File: src/rtl/rom_arbiter_if.sv
// Request/response bundle of rom_arbiter plus the shared ROM address/data pair.
// slave = arbiter side; master = requesters and ROM side.
interface rom_arbiter_if #(
  parameter int ADDR_W = 18,
  parameter int DATA_W = 24
);
  logic              req0;
  logic              req1;
  logic [ADDR_W-1:0] addr0;
  logic [ADDR_W-1:0] addr1;
  logic              gnt0;
  logic              gnt1;
  logic              rvalid0;
  logic              rvalid1;
  logic [DATA_W-1:0] rdata0;
  logic [DATA_W-1:0] rdata1;
  logic [ADDR_W-1:0] rom_addr;
  logic [DATA_W-1:0] rom_dout;
  logic              busy;

  modport slave (
    input  req0, req1, addr0, addr1, rom_dout,
    output gnt0, gnt1, rvalid0, rvalid1, rdata0, rdata1, rom_addr, busy
  );

  modport master (
    output req0, req1, addr0, addr1, rom_dout,
    input  gnt0, gnt1, rvalid0, rvalid1, rdata0, rdata1, rom_addr, busy
  );
endinterface

File: src/rtl/rom_arbiter.sv
// Two-requester arbiter sharing one pipelined ROM (read latency RD_LAT cycles).
// Define ROM_ARB_ROUND_ROBIN_EN for round-robin contention; otherwise requester 0 has fixed priority.
module rom_arbiter #(
  parameter int ADDR_W = 18,
  parameter int DATA_W = 24,
  parameter int RD_LAT = 2
) (
  input logic          clk,
  input logic          rst_n,
  rom_arbiter_if.slave bus
);
  logic [1:0]        req;
  logic [ADDR_W-1:0] addr [2];
  logic [1:0]        elig;
  logic              pick1;
  logic              issue;

  logic [1:0]        gnt_q, gnt_d;
  logic [1:0]        rvalid_q, rvalid_d;
  logic [DATA_W-1:0] rdata_q [2];
  logic [DATA_W-1:0] rdata_d [2];
  logic [ADDR_W-1:0] rom_addr_q, rom_addr_d;
  logic [RD_LAT:0]   tag_valid_q, tag_valid_d;
  logic [RD_LAT:0]   tag_port_q, tag_port_d;
  logic              busy_q, busy_d;

  assign req     = {bus.req1, bus.req0};
  assign addr[0] = bus.addr0;
  assign addr[1] = bus.addr1;

  // A requester whose grant is showing this cycle is not eligible, so a held req is not issued twice.
  generate
    for (genvar gi = 0; gi < 2; gi++) begin : g_port
      assign elig[gi]     = req[gi] & ~gnt_q[gi];
      assign rvalid_d[gi] = tag_valid_q[RD_LAT] & (tag_port_q[RD_LAT] == (gi != 0));
      assign rdata_d[gi]  = rvalid_d[gi] ? bus.rom_dout : rdata_q[gi];
    end
  endgenerate

`ifdef ROM_ARB_ROUND_ROBIN_EN
  logic last_q, last_d;
  // last_q is the requester granted most recently; the other one wins contention.
  assign pick1 = elig[1] & (~elig[0] | ~last_q);
`else
  assign pick1 = elig[1] & ~elig[0];
`endif

  always_comb begin
    gnt_d      = {pick1, elig[0] & ~pick1};
    issue      = |gnt_d;
    rom_addr_d = rom_addr_q;
    if (gnt_d[0]) begin
      rom_addr_d = addr[0];
    end else if (gnt_d[1]) begin
      rom_addr_d = addr[1];
    end
    tag_valid_d = {tag_valid_q[RD_LAT-1:0], issue};
    tag_port_d  = {tag_port_q[RD_LAT-1:0], gnt_d[1]};
    busy_d      = |tag_valid_d;
`ifdef ROM_ARB_ROUND_ROBIN_EN
    last_d = issue ? gnt_d[1] : last_q;
`endif
  end

  always_ff @(posedge clk or negedge rst_n) begin
    if (!rst_n) begin
      gnt_q       <= '0;
      rvalid_q    <= '0;
      rdata_q[0]  <= '0;
      rdata_q[1]  <= '0;
      rom_addr_q  <= '0;
      tag_valid_q <= '0;
      tag_port_q  <= '0;
      busy_q      <= 1'b0;
`ifdef ROM_ARB_ROUND_ROBIN_EN
      last_q      <= 1'b1;
`endif
    end else begin
      gnt_q       <= gnt_d;
      rvalid_q    <= rvalid_d;
      rdata_q[0]  <= rdata_d[0];
      rdata_q[1]  <= rdata_d[1];
      rom_addr_q  <= rom_addr_d;
      tag_valid_q <= tag_valid_d;
      tag_port_q  <= tag_port_d;
      busy_q      <= busy_d;
`ifdef ROM_ARB_ROUND_ROBIN_EN
      last_q      <= last_d;
`endif
    end
  end

  assign bus.gnt0     = gnt_q[0];
  assign bus.gnt1     = gnt_q[1];
  assign bus.rvalid0  = rvalid_q[0];
  assign bus.rvalid1  = rvalid_q[1];
  assign bus.rdata0   = rdata_q[0];
  assign bus.rdata1   = rdata_q[1];
  assign bus.rom_addr = rom_addr_q;
  assign bus.busy     = busy_q;
endmodule
File: src/flat_wrapper.sv
// flat-port wrapper written by rule: the top's interface ports become plain ports
module rom_arbiter_flat 
#(
  parameter int ADDR_W = 18,
  parameter int DATA_W = 24,
  parameter int RD_LAT = 2
)
  (clk, rst_n, bus_req0, bus_req1, bus_addr0, bus_addr1, bus_rom_dout, bus_gnt0, bus_gnt1, bus_rvalid0, bus_rvalid1, bus_rdata0, bus_rdata1, bus_rom_addr, bus_busy);
  rom_arbiter_if #(.ADDR_W(ADDR_W), .DATA_W(DATA_W)) bus_i ();
  input logic clk;
  input logic rst_n;
  input wire logic [$bits(bus_i.req0)-1:0] bus_req0;
  input wire logic [$bits(bus_i.req1)-1:0] bus_req1;
  input wire logic [$bits(bus_i.addr0)-1:0] bus_addr0;
  input wire logic [$bits(bus_i.addr1)-1:0] bus_addr1;
  input wire logic [$bits(bus_i.rom_dout)-1:0] bus_rom_dout;
  output wire logic [$bits(bus_i.gnt0)-1:0] bus_gnt0;
  output wire logic [$bits(bus_i.gnt1)-1:0] bus_gnt1;
  output wire logic [$bits(bus_i.rvalid0)-1:0] bus_rvalid0;
  output wire logic [$bits(bus_i.rvalid1)-1:0] bus_rvalid1;
  output wire logic [$bits(bus_i.rdata0)-1:0] bus_rdata0;
  output wire logic [$bits(bus_i.rdata1)-1:0] bus_rdata1;
  output wire logic [$bits(bus_i.rom_addr)-1:0] bus_rom_addr;
  output wire logic [$bits(bus_i.busy)-1:0] bus_busy;
  assign bus_i.req0 = bus_req0;
  assign bus_i.req1 = bus_req1;
  assign bus_i.addr0 = bus_addr0;
  assign bus_i.addr1 = bus_addr1;
  assign bus_i.rom_dout = bus_rom_dout;
  assign bus_gnt0 = bus_i.gnt0;
  assign bus_gnt1 = bus_i.gnt1;
  assign bus_rvalid0 = bus_i.rvalid0;
  assign bus_rvalid1 = bus_i.rvalid1;
  assign bus_rdata0 = bus_i.rdata0;
  assign bus_rdata1 = bus_i.rdata1;
  assign bus_rom_addr = bus_i.rom_addr;
  assign bus_busy = bus_i.busy;
  rom_arbiter #(.ADDR_W(ADDR_W), .DATA_W(DATA_W), .RD_LAT(RD_LAT)) u_core (.clk(clk), .rst_n(rst_n), .bus(bus_i));
endmodule
File: config.mk
export PLATFORM = sky130hd
export DESIGN_NAME = rom_arbiter_flat
export DESIGN_NICKNAME = d
export VERILOG_FILES = /design/src/rtl/rom_arbiter_if.sv /design/src/rtl/rom_arbiter.sv /design/src/flat_wrapper.sv
export SDC_FILE = /design/constraint.sdc
export NUM_CORES = 1
export LEC_CHECK = 0
export ABC_AREA = 0
export CORE_MARGIN = 5
export CORE_UTILIZATION = 42
export CTS_CLUSTER_DIAMETER = 100
export DETAILED_ROUTE_END_ITERATION = 8
export GPL_ROUTABILITY_DRIVEN = 0
export PLACE_DENSITY = 0.8
export SLEW_MARGIN = 20
export SYNTH_ARGS = -nofsm -noshare
export SYNTH_HDL_FRONTEND = slang
export SYNTH_SLANG_ARGS = --single-unit
File: constraint.sdc
create_clock -name clk -period 1.8 [get_ports clk]
set_clock_uncertainty 0.05 [all_clocks]
set_input_delay 0.36 -clock clk [delete_from_list [all_inputs] [get_ports clk]]
set_output_delay 0.36 -clock clk [all_outputs]
set_load 0.01 [all_outputs]
==> impl_metrics.yaml <==
# flow metrics
clock_network:
  holdBufCountCts: 1
  clockBufferDepth: 2
  clkTransAtPathRegs_ps: 70
  cts_tree: "built"
timing:
  setup_viol: 0
  hold_viol_final: 0
place:
  place_area_sq_um: 4627
  numPortBuffers: 134
setup_path:
  worstSetupPathType: "reg -> out"
  critPathLaunchType: "register"
  endpoint_kind: "output port"
  reg2reg_slack_ps: 350
  timing.rr.start: "u_core.gnt_q[0]"
detailed_routing:
  first_iter_violations: 15
  route.met3.wl_um: 652
  drc_errors: 0
  met1_length_um: 2463
  firstDrtPassIters: 4
  via_per_inst: 4.657
floorplan:
  dieArea_sq_um: 9260
  fp_util_pct: 43.06
  die_x_um: 96.23
logic_synthesis:
  ys_chip_area_sq_um: 3123
  synth.avg_cell_area_sq_um: 17.45
  yosysWarnings: 0
  ys_cells: 179
run:
  max-cap-violations: 0
  warnings: 26
layout:
  final_layout_size_suffix_gt1_share_pct: 33.43
  syn_to_final_growth_pct: 54.97
  lay_top_cells: "clkdlybuf4s50_1, dfrtp_1, mux2_2"
pwr:
  power.density_nw_per_um2: 1034
min_path:
  hp-class: "reg -> reg"
  min_from: "u_core.tag_port_q[1]"
grt:
  grt_pass1_vias: 2263
  grt_start_max_net_pins: 35
  grt_overflow: 0
status:
  status: "finished, final reports clean"
-- cells by family after synthesis --
kind of cell	count (synthesis)	share of synthesized area, %
compound gates	1	0.2805
simple gates	5	1.122
mux	84	34.62
flops	76	60.90
buf+inv	13	3.085
-- worst max-delay path by stage --
| stage | startpoint | end | slack (ps) | depth (start not counted) |
|---|---|---|---|---|
| 2_1_floorplan | u_core.gnt_q[0] | u_core.bus.rom_addr[10] | 370 | 5 |
| 4_1_cts | u_core.tag_port_q[0] | bus_gnt1 | 20 | 1 |
| 3_3_place_gp | bus_req0 | u_core.bus.rom_addr[7] | -30 | 5 |
| 5_1_grt | u_core.tag_port_q[0] | bus_gnt1 | 3 | 1 |
| 3_5_place_dp | bus_req1 | u_core.bus.rom_addr[13] | -60 | 5 |
| 6_report | u_core.tag_port_q[0] | bus_gnt1 | 60 | 1 |
-- per-layer routing --
| layer | track usage (%) | up-vias |
|---|---|---|
| met2 | 25.99 | 85 |
| met5 | 0 | - |
| li1 | - | 913 |
| met4 | 5.332 | 0 |
| met1 | 17.14 | 985 |
| met3 | 5.629 | 10 |
-- area by class of cell --
| type | count | area, sq um |
|---|---|---|
| clock buffer | 12 | 155.1 |
| multi-input combinational | 90 | 1125 |
| fill | 533 | 2414 |
| inverter | 4 | 15.01 |
| timing repair buffer | 143 | 1471 |
| clock inverter | 4 | 47.55 |
| sequential | 76 | 1902 |
| tap | 99 | 123.9 |
-- sequential cells by signal, summed over array words and instances (netlist names) --
name / flops
u_core.tag_port_q: 3
u_core.gnt_q: 1
u_core.bus.rdata1: 24
u_core.tag_valid_q: 3
u_core.bus.rom_addr: 18
u_core.bus.busy: 1
u_core.rvalid_q: 2
u_core.bus.rdata0: 24
-- stage by stage --
| stage | utilization, % | setup TNS, ps |
|---|---|---|
| 6_report | 66.72 | 0 |
| 5_1_grt | 66.72 | 0 |
| 4_1_cts | 66.72 | 0 |
| 3_5_place_dp | 63.79 | -937.3 |
| 3_3_place_gp | 63.79 | -461.9 |
| 2_1_floorplan | - | 0 |
-- cell usage after synthesis (3+ instances only) --
cell type / n / share of area [%]
buf_2: 4 / 0.64
buf_6: 3 / 1.1
dfrtp_1: 76 / 61
inv_1: 4 / 0.48
mux2_2: 48 / 17
mux2_4: 36 / 17
-- power by group --
part           internal (mW)  total, mW  switching (mW)
clock network          0.712       1.27           0.556
registers               2.03       2.20           0.170
logic                   1.03       1.54           0.512
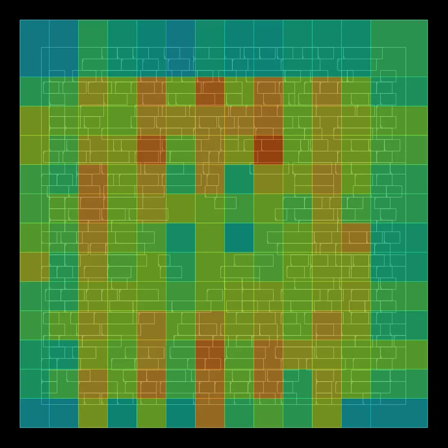
Fig. 1. Track usage over the die.
met3 Use GR: 5.629%
met1 Usage GRT: 17.14%
GRT busiest layer: met2
gr usage total: 15.11%
Layout Utilization: 66.72%

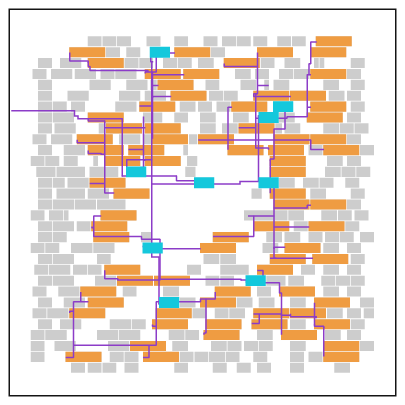
Fig. 2. Clock network drawn from the DEF.
(4 px per um)
[orange] flip-flops | count: 76
[purple] clock wires | length: 794 um
[cyan] clock-net drivers | count: 9
routed clock nets: 10
Clk. pwr: 1.27 mW
clock power share: 25.3%
clk latency late pin: 330 ps

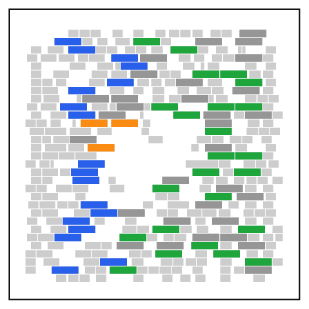
Fig. 3. Where the registers sit.
(3 px per um)
| colour | name in the netlist | placed flops |
|---|---|---|
| green | `u_core.bus.rdata1` | 24 |
| blue | `u_core.bus.rom_addr` | 18 |
| orange | `u_core.tag_port_q` | 3 |
P_seq: 2.20 mW
FF+latch area: 1902 sq um

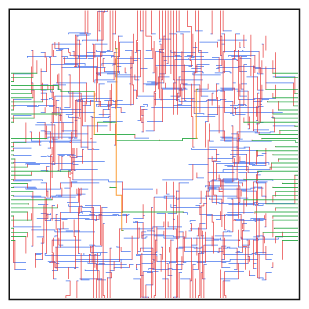
Fig. 4. Metal layers overlaid.
(3 px per um)
| colour | layer | wire length |
|---|---|---|
| orange | M4 | 93.0 um |
| red | M2 | 3330 um |
| green | M3 | 653 um |
| blue | M1 | 2460 um |
wirelength, routed: 6542 um
DR vias: 1993
DR WL/cell: 15.29 um

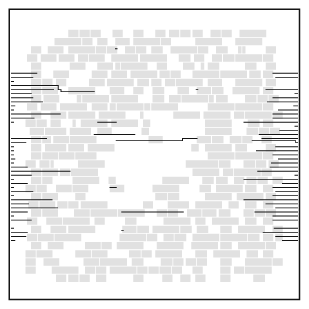
Fig. 5. The metal 3 layer.
(3 px per um)
longest straight run: 22.1 um
share of all routed wire: 10%

Power figures rest on the tool's default switching activity, not on a simulated workload.
